$ cat src/rtl/keypad_calc_entry.sv
// keypad_calc_entry
//   Debounces the 4x4 keypad matrix code and assembles a calculator request:
//   decimal operand A, an ALU operation, decimal operand B. The finished
//   request is offered to the ALU over a valid/ready handshake.
//
// Ports
//   clk         in   1    single clock
//   rst         in   1    synchronous, active-high reset
//   keypad      in   8    [7:4] row one-hot, [3:0] col one-hot, 8'h00 = no key
//   operand_a   out  OPW  first operand, binary
//   operand_b   out  OPW  second operand, binary
//   op_code     out  6    ALU opcode of the selected operation
//   calc_valid  out  1    request complete, held until accepted
//   calc_ready  in   1    ALU accepts the request while calc_valid=1
//   key_err     out  1    1-cycle pulse on a debounced illegal code
//   state       out  2    00 ENTER_A, 01 ENTER_B, 10 VALID
module keypad_calc_entry #(
   parameter int unsigned DIGITS   = 2,
   parameter int unsigned OPW      = 16,
   parameter int unsigned DEBOUNCE = 4
) (
   input  logic           clk,
   input  logic           rst,
   input  logic [7:0]     keypad,
   output logic [OPW-1:0] operand_a,
   output logic [OPW-1:0] operand_b,
   output logic [5:0]     op_code,
   output logic           calc_valid,
   input  logic           calc_ready,
   output logic           key_err,
   output logic [1:0]     state
);

   localparam int unsigned CW = $clog2(DEBOUNCE + 1);
   localparam int unsigned NW = $clog2(DIGITS + 1);
   localparam logic [CW-1:0] DB_MAX  = CW'(DEBOUNCE);
   localparam logic [NW-1:0] DIG_MAX = NW'(DIGITS);

   localparam logic [5:0] OP_ADD = 6'b000010;
   localparam logic [5:0] OP_SUB = 6'b010011;
   localparam logic [5:0] OP_OR  = 6'b010101;
   localparam logic [5:0] OP_AND = 6'b000000;

   typedef enum logic [1:0] {
      ENTER_A = 2'b00,
      ENTER_B = 2'b01,
      VALID   = 2'b10
   } state_t;

   state_t st, st_nxt;

   logic [7:0]     last_code;
   logic [CW-1:0]  db_cnt, cnt_nxt;
   logic           armed, armed_nxt;
   logic [NW-1:0]  na, nb, na_nxt, nb_nxt;
   logic [OPW-1:0] a_nxt, b_nxt;
   logic [5:0]     opc_nxt;
   logic           err_nxt;

   logic           legal;
   logic           is_digit, is_op, is_star, is_hash;
   logic [3:0]     digit;
   logic [5:0]     op_val;
   logic           stable, fire, do_clear;

   function automatic logic [OPW-1:0] shift_in(input logic [OPW-1:0] v, input logic [3:0] d);
      shift_in = (v * OPW'(10)) + OPW'(d);
   endfunction

   // Run-length of the current sample; a zero count marks "no history" so
   // the first sample after reset always starts a fresh run at 1.
   always_comb begin
      if ((keypad != last_code) || (db_cnt == '0))
         cnt_nxt = CW'(1);
      else if (db_cnt == DB_MAX)
         cnt_nxt = db_cnt;
      else
         cnt_nxt = db_cnt + CW'(1);
   end

   always_comb begin
      legal    = $onehot(keypad[7:4]) && $onehot(keypad[3:0]);
      is_digit = 1'b0;
      is_op    = 1'b0;
      is_star  = 1'b0;
      is_hash  = 1'b0;
      digit    = '0;
      op_val   = OP_ADD;
      case (keypad)
         8'h88: begin is_digit = 1'b1; digit = 4'd1; end
         8'h84: begin is_digit = 1'b1; digit = 4'd2; end
         8'h82: begin is_digit = 1'b1; digit = 4'd3; end
         8'h48: begin is_digit = 1'b1; digit = 4'd4; end
         8'h44: begin is_digit = 1'b1; digit = 4'd5; end
         8'h42: begin is_digit = 1'b1; digit = 4'd6; end
         8'h28: begin is_digit = 1'b1; digit = 4'd7; end
         8'h24: begin is_digit = 1'b1; digit = 4'd8; end
         8'h22: begin is_digit = 1'b1; digit = 4'd9; end
         8'h14: begin is_digit = 1'b1; digit = 4'd0; end
         8'h81: begin is_op = 1'b1; op_val = OP_ADD; end
         8'h41: begin is_op = 1'b1; op_val = OP_SUB; end
         8'h21: begin is_op = 1'b1; op_val = OP_OR;  end
         8'h11: begin is_op = 1'b1; op_val = OP_AND; end
         8'h18: is_star = 1'b1;
         8'h12: is_hash = 1'b1;
         default: ;
      endcase
   end

   always_comb begin
      st_nxt    = st;
      a_nxt     = operand_a;
      b_nxt     = operand_b;
      opc_nxt   = op_code;
      na_nxt    = na;
      nb_nxt    = nb;
      armed_nxt = armed;
      err_nxt   = 1'b0;
      do_clear  = 1'b0;

      stable = (cnt_nxt == DB_MAX);
      fire   = stable && armed && (keypad != 8'h00);

      if (stable && (keypad == 8'h00))
         armed_nxt = 1'b1;

      if (fire) begin
         armed_nxt = 1'b0;
         if (!legal) begin
            err_nxt = 1'b1;
         end else if (is_star) begin
            do_clear = 1'b1;
         end else begin
            case (st)
               ENTER_A: begin
                  if (is_digit && (na < DIG_MAX)) begin
                     a_nxt  = shift_in(operand_a, digit);
                     na_nxt = na + NW'(1);
                  end else if (is_op) begin
                     opc_nxt = op_val;
                     st_nxt  = ENTER_B;
                  end
               end
               ENTER_B: begin
                  if (is_digit && (nb < DIG_MAX)) begin
                     b_nxt  = shift_in(operand_b, digit);
                     nb_nxt = nb + NW'(1);
                  end else if (is_op) begin
                     opc_nxt = op_val;
                  end else if (is_hash) begin
                     st_nxt = VALID;
                  end
               end
               default: ;
            endcase
         end
      end

      // A handshake and a coincident '*' both end in the cleared ENTER_A
      // state, so one clear path covers either or both.
      if ((st == VALID) && calc_ready)
         do_clear = 1'b1;
      if (st != ENTER_A && st != ENTER_B && st != VALID)
         do_clear = 1'b1;

      if (do_clear) begin
         st_nxt  = ENTER_A;
         a_nxt   = '0;
         b_nxt   = '0;
         opc_nxt = OP_ADD;
         na_nxt  = '0;
         nb_nxt  = '0;
      end
   end

   always_ff @(posedge clk) begin
      if (rst) begin
         st        <= ENTER_A;
         last_code <= '0;
         db_cnt    <= '0;
         armed     <= 1'b1;
         operand_a <= '0;
         operand_b <= '0;
         op_code   <= OP_ADD;
         na        <= '0;
         nb        <= '0;
         key_err   <= 1'b0;
      end else begin
         st        <= st_nxt;
         last_code <= keypad;
         db_cnt    <= cnt_nxt;
         armed     <= armed_nxt;
         operand_a <= a_nxt;
         operand_b <= b_nxt;
         op_code   <= opc_nxt;
         na        <= na_nxt;
         nb        <= nb_nxt;
         key_err   <= err_nxt;
      end
   end

   assign calc_valid = (st == VALID);
   assign state      = st;

endmodule

$ cat config.mk
export PLATFORM = sky130hd
export DESIGN_NAME = keypad_calc_entry
export DESIGN_NICKNAME = d
export VERILOG_FILES = /design/src/rtl/keypad_calc_entry.sv
export SDC_FILE = /design/constraint.sdc
export NUM_CORES = 1
export LEC_CHECK = 0
export CORE_ASPECT_RATIO = 0.75
export CORE_MARGIN = 3
export CORE_UTILIZATION = 50
export CTS_CLUSTER_DIAMETER = 40
export CTS_CLUSTER_SIZE = 30
export DETAILED_ROUTE_END_ITERATION = 8
export GPL_TIMING_DRIVEN = 1
export HOLD_SLACK_MARGIN = 0.02
export PLACE_DENSITY = 0.81
export SLEW_MARGIN = 20
export SYNTH_ARGS = -nofsm -noshare
export SYNTH_HDL_FRONTEND = slang
export SYNTH_SLANG_ARGS = --single-unit
$ cat constraint.sdc
create_clock -name clk -period 11 [get_ports clk]
set_input_delay 1.1 -clock clk [delete_from_list [all_inputs] [get_ports clk]]
set_output_delay 1.1 -clock clk [all_outputs]
set_load 0.05 [all_outputs]
### Logic cells by family, run 1

The bar under the picture is 20 um long.
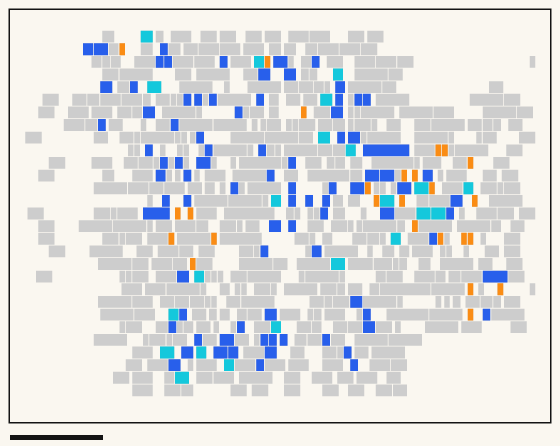
| colour | family | cells |
|---|---|---|
| blue | inverting AOI/OAI gates | 86 |
| cyan | AND and OR gates | 22 |
| orange | inverters | 25 |
Comb/total area: 61.9%
Top cell excl fill/tap: ha_1
Final Non-Filler Cells: 689

### Pin placement, run 1

Pins as bars across the die edge, other pins in grey.
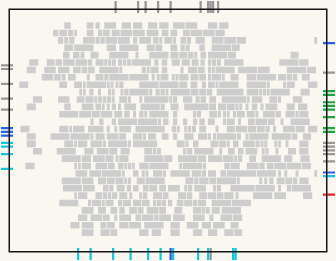
| colour | port | pins | direction | edge |
|---|---|---|---|---|
| cyan | operand_b | 16 | output | 11 bottom, 4 left, 1 right |
| red | clk | 1 | input | right |
| blue | op_code | 6 | output | 3 left, 2 right, 1 bottom |
| green | keypad | 8 | input | right |

==> changes_impl.md, run 1 <==
## Implementation

- Synth cell count leaders: ha_1 (63), dfxtp_1 (54), nor2_1 (54), nand2_1 (53), xnor2_1 (41)
- Detailed-router iteration count before antenna repair: 7
- Multi-input gates: 442
- Number of diodes: 0
- Cell Area, Placed: 5110 sq um
- Final nets: 659
- Data arrival, critical path: 5.19 ns
- Area Growth Syn to Fin: 16.4%
- # setup viols final: 0
- Synth cell types: 66
- Most used routing layer: met2
- Largest net degree at the start of global routing: 43
- Hold depth: 2
- Metal3 WL: around 600 um
- Chip Height: around 89 um
- Inverter count: 25
- Outcome: completed
- Post-synth top area cell: dfxtp_1
- Worst setup EP type: flop
- Leak: 2.25 nW
- Clock Power Share: 47.0%
- Hold Buf Count CTS: 0
### Register map, names as in the netlist, run 1

Other sequential cells in the stronger grey, the rest of the logic in the fainter grey.
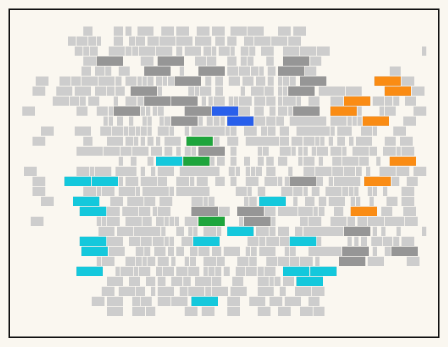
| colour | name in the netlist | placed flops |
|---|---|---|
| blue | na | 2 |
| orange | last_code | 8 |
| green | op_code | 3 |
| cyan | operand_b | 16 |
not coloured: 25

### The clock network, run 1

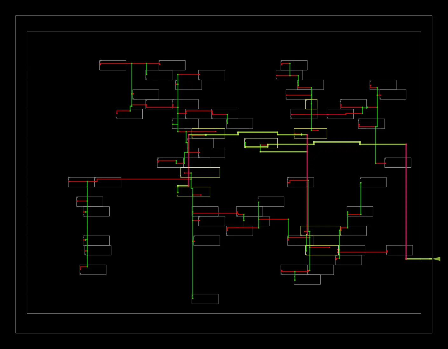
number of sequential cells: 54
TritonCTS buffer count: 5
Clock Skews: 0.00460 ns

## run 1: how the worst max path moves through the flow
stage                     slack, ns             to
final                          6.03  operand_a[13]
after global routing           5.76  operand_b[15]
after CTS                      6.00  operand_a[13]
after detailed placement       5.71  operand_a[13]
after global placement         5.88  operand_a[13]
after floorplan                6.61  operand_b[10]
## run 1: logic make-up after synthesis
family / share of synthesized area (%)
AOI/OAI and AO/OA: 15.7
xor gates and xnor gates: 11.0
adders and majority gates: 19.9
buffers and inverters: 4.42
DFF: 23.7
muxes: 3.76
other: 0.0823
and+or+nand+nor: 21.4
## run 1: state kept, by name, indices dropped and copies added, names as in the netlist, 2 cells and up
name and cells:
operand_a 16, op_code 3, na 2, state 2, operand_b 16, db_cnt 3, last_code 8, nb 2
==> inputs of run 2 (changes only) <==
Clock period 11 ns to 4.8 ns, I/O delays scaled along.
==> changes_impl.md, run 2 <==
## Implementation

- Outcome: completed (unchanged)
- # setup viols final: 0 (unchanged)
- Most used routing layer: met2 (unchanged)
- Hold Buf Count CTS: 0 (unchanged)
- Synth cell types: 66 (unchanged)
- Leak: 2.26 nW (was 2.25 nW)
- Top Registers: operand_a (16), operand_b (16), last_code (8) (unchanged)
- Largest net degree at the start of global routing: 43 (unchanged)
- Hold depth: 2 (unchanged)
- Simple-Gate Area Share: 21.4% (unchanged)
- Adder share: 19.9% (unchanged)
- Synth mux share: 3.76% (unchanged)
- Top cell excl fill/tap: ha_1 (unchanged)
- Detailed-router iteration count before antenna repair: 5 (was 7)
- Logic family by area: simple AND/OR/NAND/NOR gates (unchanged)
- Final Non-Filler Cells: 694 (was 689)
- Post-synth top area cell: dfxtp_1 (unchanged)
- Clock Skews: 0.00642 ns (was 0.00460 ns)
- Final nets: 664 (was 659)
- XOR-XNOR Cells, Area Fraction: 11.0% (unchanged)
-- run 2: worst min-delay path, stage by stage (launching register included) --
cell and delay (ns):
dfxtp_1 0.34, nand2_1 0.07, a21oi_1 0.05
-- run 2: area by class of cell --
cell class	instances	area [sq um]	area share [%]
Sequential cell	54	1080	20.4
Timing Repair Buffer	57	553	10.4
Clock inverter	1	5.00	0.0945
Inverter	25	93.8	1.77
Multi-Input combinational cell	442	3280	62.0
Tap cell	108	135	2.55
Clock buffer	7	143	2.69
-- run 2: per-stage QoR --
step	setup slack, ns	instance area (sq um)	util, %
floorplan	1.03	4560	-
global placement	0.606	5150	59.3
detailed placement	0.364	5150	59.3
CTS	0.613	5290	61.0
global route	0.403	5290	61.0
finish	0.569	5290	61.0
### Register map, names as in the netlist, run 2

Other sequential cells in the stronger grey, the rest of the logic in the fainter grey.
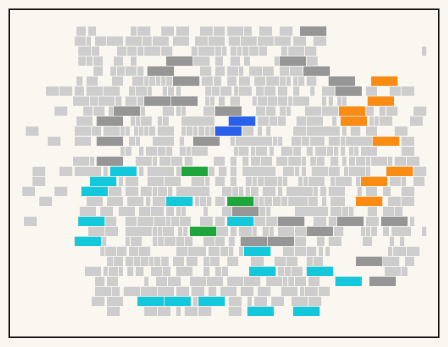
| colour | name in the netlist | placed flops |
|---|---|---|
| green | op_code | 3 |
| blue | na | 2 |
| cyan | operand_b | 16 |
| orange | last_code | 8 |
not coloured: 25
flop share of the area: 20.4%
Seq. cell area: 1080 sq um
Sequential Power: 0.453 mW
Core Util, Final: 61.0%

### Metal layers overlaid, run 2

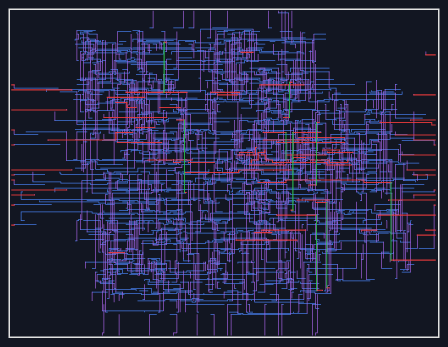

==> inputs of run 3 (changes only) <==
Settings changed: CAP_MARGIN set to 20, RECOVER_POWER set to 50.
### Metal layers overlaid, run 3

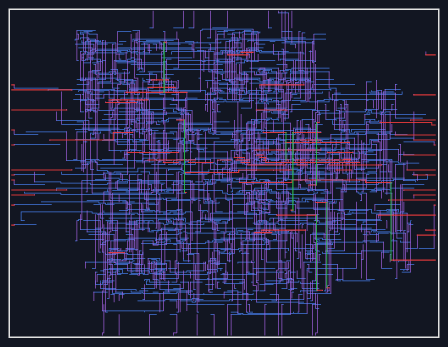
| colour | layer | wire length |
|---|---|---|
| blue | met1 | 5280 um |
| purple | met2 | 4850 um |
| green | met4 | 144 um |
| red | met3 | 610 um |
routed vias: 4021
GRT Util Overall: 22.1%
drt total wl: 10900 um

==> changes_impl.md, run 3 <==
## Implementation

- Outcome: completed (unchanged)
- Tmin final: 4.30 ns (was 4.23 ns)
- Sequential Power: 0.453 mW (about the same)
- Worst setup EP type: flop (unchanged)
- Cell total after placement: 686 (unchanged)
- Yosys stat area: 4560 sq um (unchanged)
- Actual slew at the worst max-slew pin: 0.575 ns (was 0.579 ns)
- Multi-input gates: 442 (unchanged)
- Routed Antenna Nets: 0 (unchanged)
- Final Non-Filler Cells: 694 (unchanged)
- Post-synth top area cell: dfxtp_1 (unchanged)
- Seq. cell area: 1080 sq um (unchanged)
- Synth cell types: 66 (unchanged)
- Number of sequential cells: 54 (unchanged)
- Final instance area: 5290 sq um (unchanged)
- TritonCTS buffer count: 5 (unchanged)
- Synth Flop Type: dfxtp_1 (unchanged)
- Cell Area, Placed: 5150 sq um (unchanged)
- Largest cell class by area: combinational gates (unchanged)
- Final nets: 664 (unchanged)
- Clk_buf instances: 7 (unchanged)
- Inverter count: 25 (unchanged)
- # setup viols final: 0 (unchanged)
- Top Registers: operand_a (16), operand_b (16), last_code (8) (unchanged)
- Core Util, Final: 61.0% (unchanged)
- NonClk Buf Share: 10.4% (unchanged)
- Clock Power Share: 40.9% (about the same)
- Area Growth Syn to Fin: 16.1% (unchanged)
- Place WS: 0.364 ns (unchanged)
- Layout clock area frac: 2.79% (unchanged)
- First-pass GRT wire length: 18600 um (unchanged)
- Largest net degree at the start of global routing: 43 (unchanged)
- Flop share of the area: 20.4% (unchanged)
- Hold Buf Count CTS: 0 (unchanged)
- Tap cell count: 108 (unchanged)
- Nonclk buf count: 57 (unchanged)
- Worst Path Max Fanout: 9 (unchanged)
- Synth cell count leaders: ha_1 (63), dfxtp_1 (54), nor2_1 (54), nand2_1 (53), xnor2_1 (41) (unchanged)
- Number of diodes: 0 (unchanged)
- Clock Skews: 0.00620 ns (was 0.00642 ns)
- Top cell excl fill/tap: ha_1 (unchanged)
- Chip Height: 88.7 um (unchanged)
- Detailed-router iteration count before antenna repair: 6 (was 5)
- Comb/total area: 62.0% (unchanged)
- Data arrival, critical path: 4.51 ns (was 4.44 ns)
==> run 3: cells by family after synthesis <==
group           synth area share, %
flops                          23.7
simple gates                   21.4
other cells                  0.0823
compound gates                 15.7
xor+xnor                       11.0
fa+ha+maj                      19.9
mux                            3.76
buf+inv                        4.42
==> run 3: metal layers <==
layer / GRT usage [%] / wire length [um] / vias up
li1: - / - / 1997
met1: 31.3 / 5280 / 1889
met2: 34.9 / 4850 / 117
met3: 3.83 / 609 / 18
met4: 5.80 / 143 / 0
met5: 0 / 0 / -
==> run 3: final timing paths <==
kind	cells after the start	end	slack, ns	from
min reg2reg	2	op_code[2]	0.50	op_code[2]
max reg2reg	11	operand_a[15]	0.83	operand_a[1]
max	13	operand_a[13]	0.50	keypad[3]
min	2	op_code[2]	0.50	op_code[2]
Power and IR drop assume default switching activity.
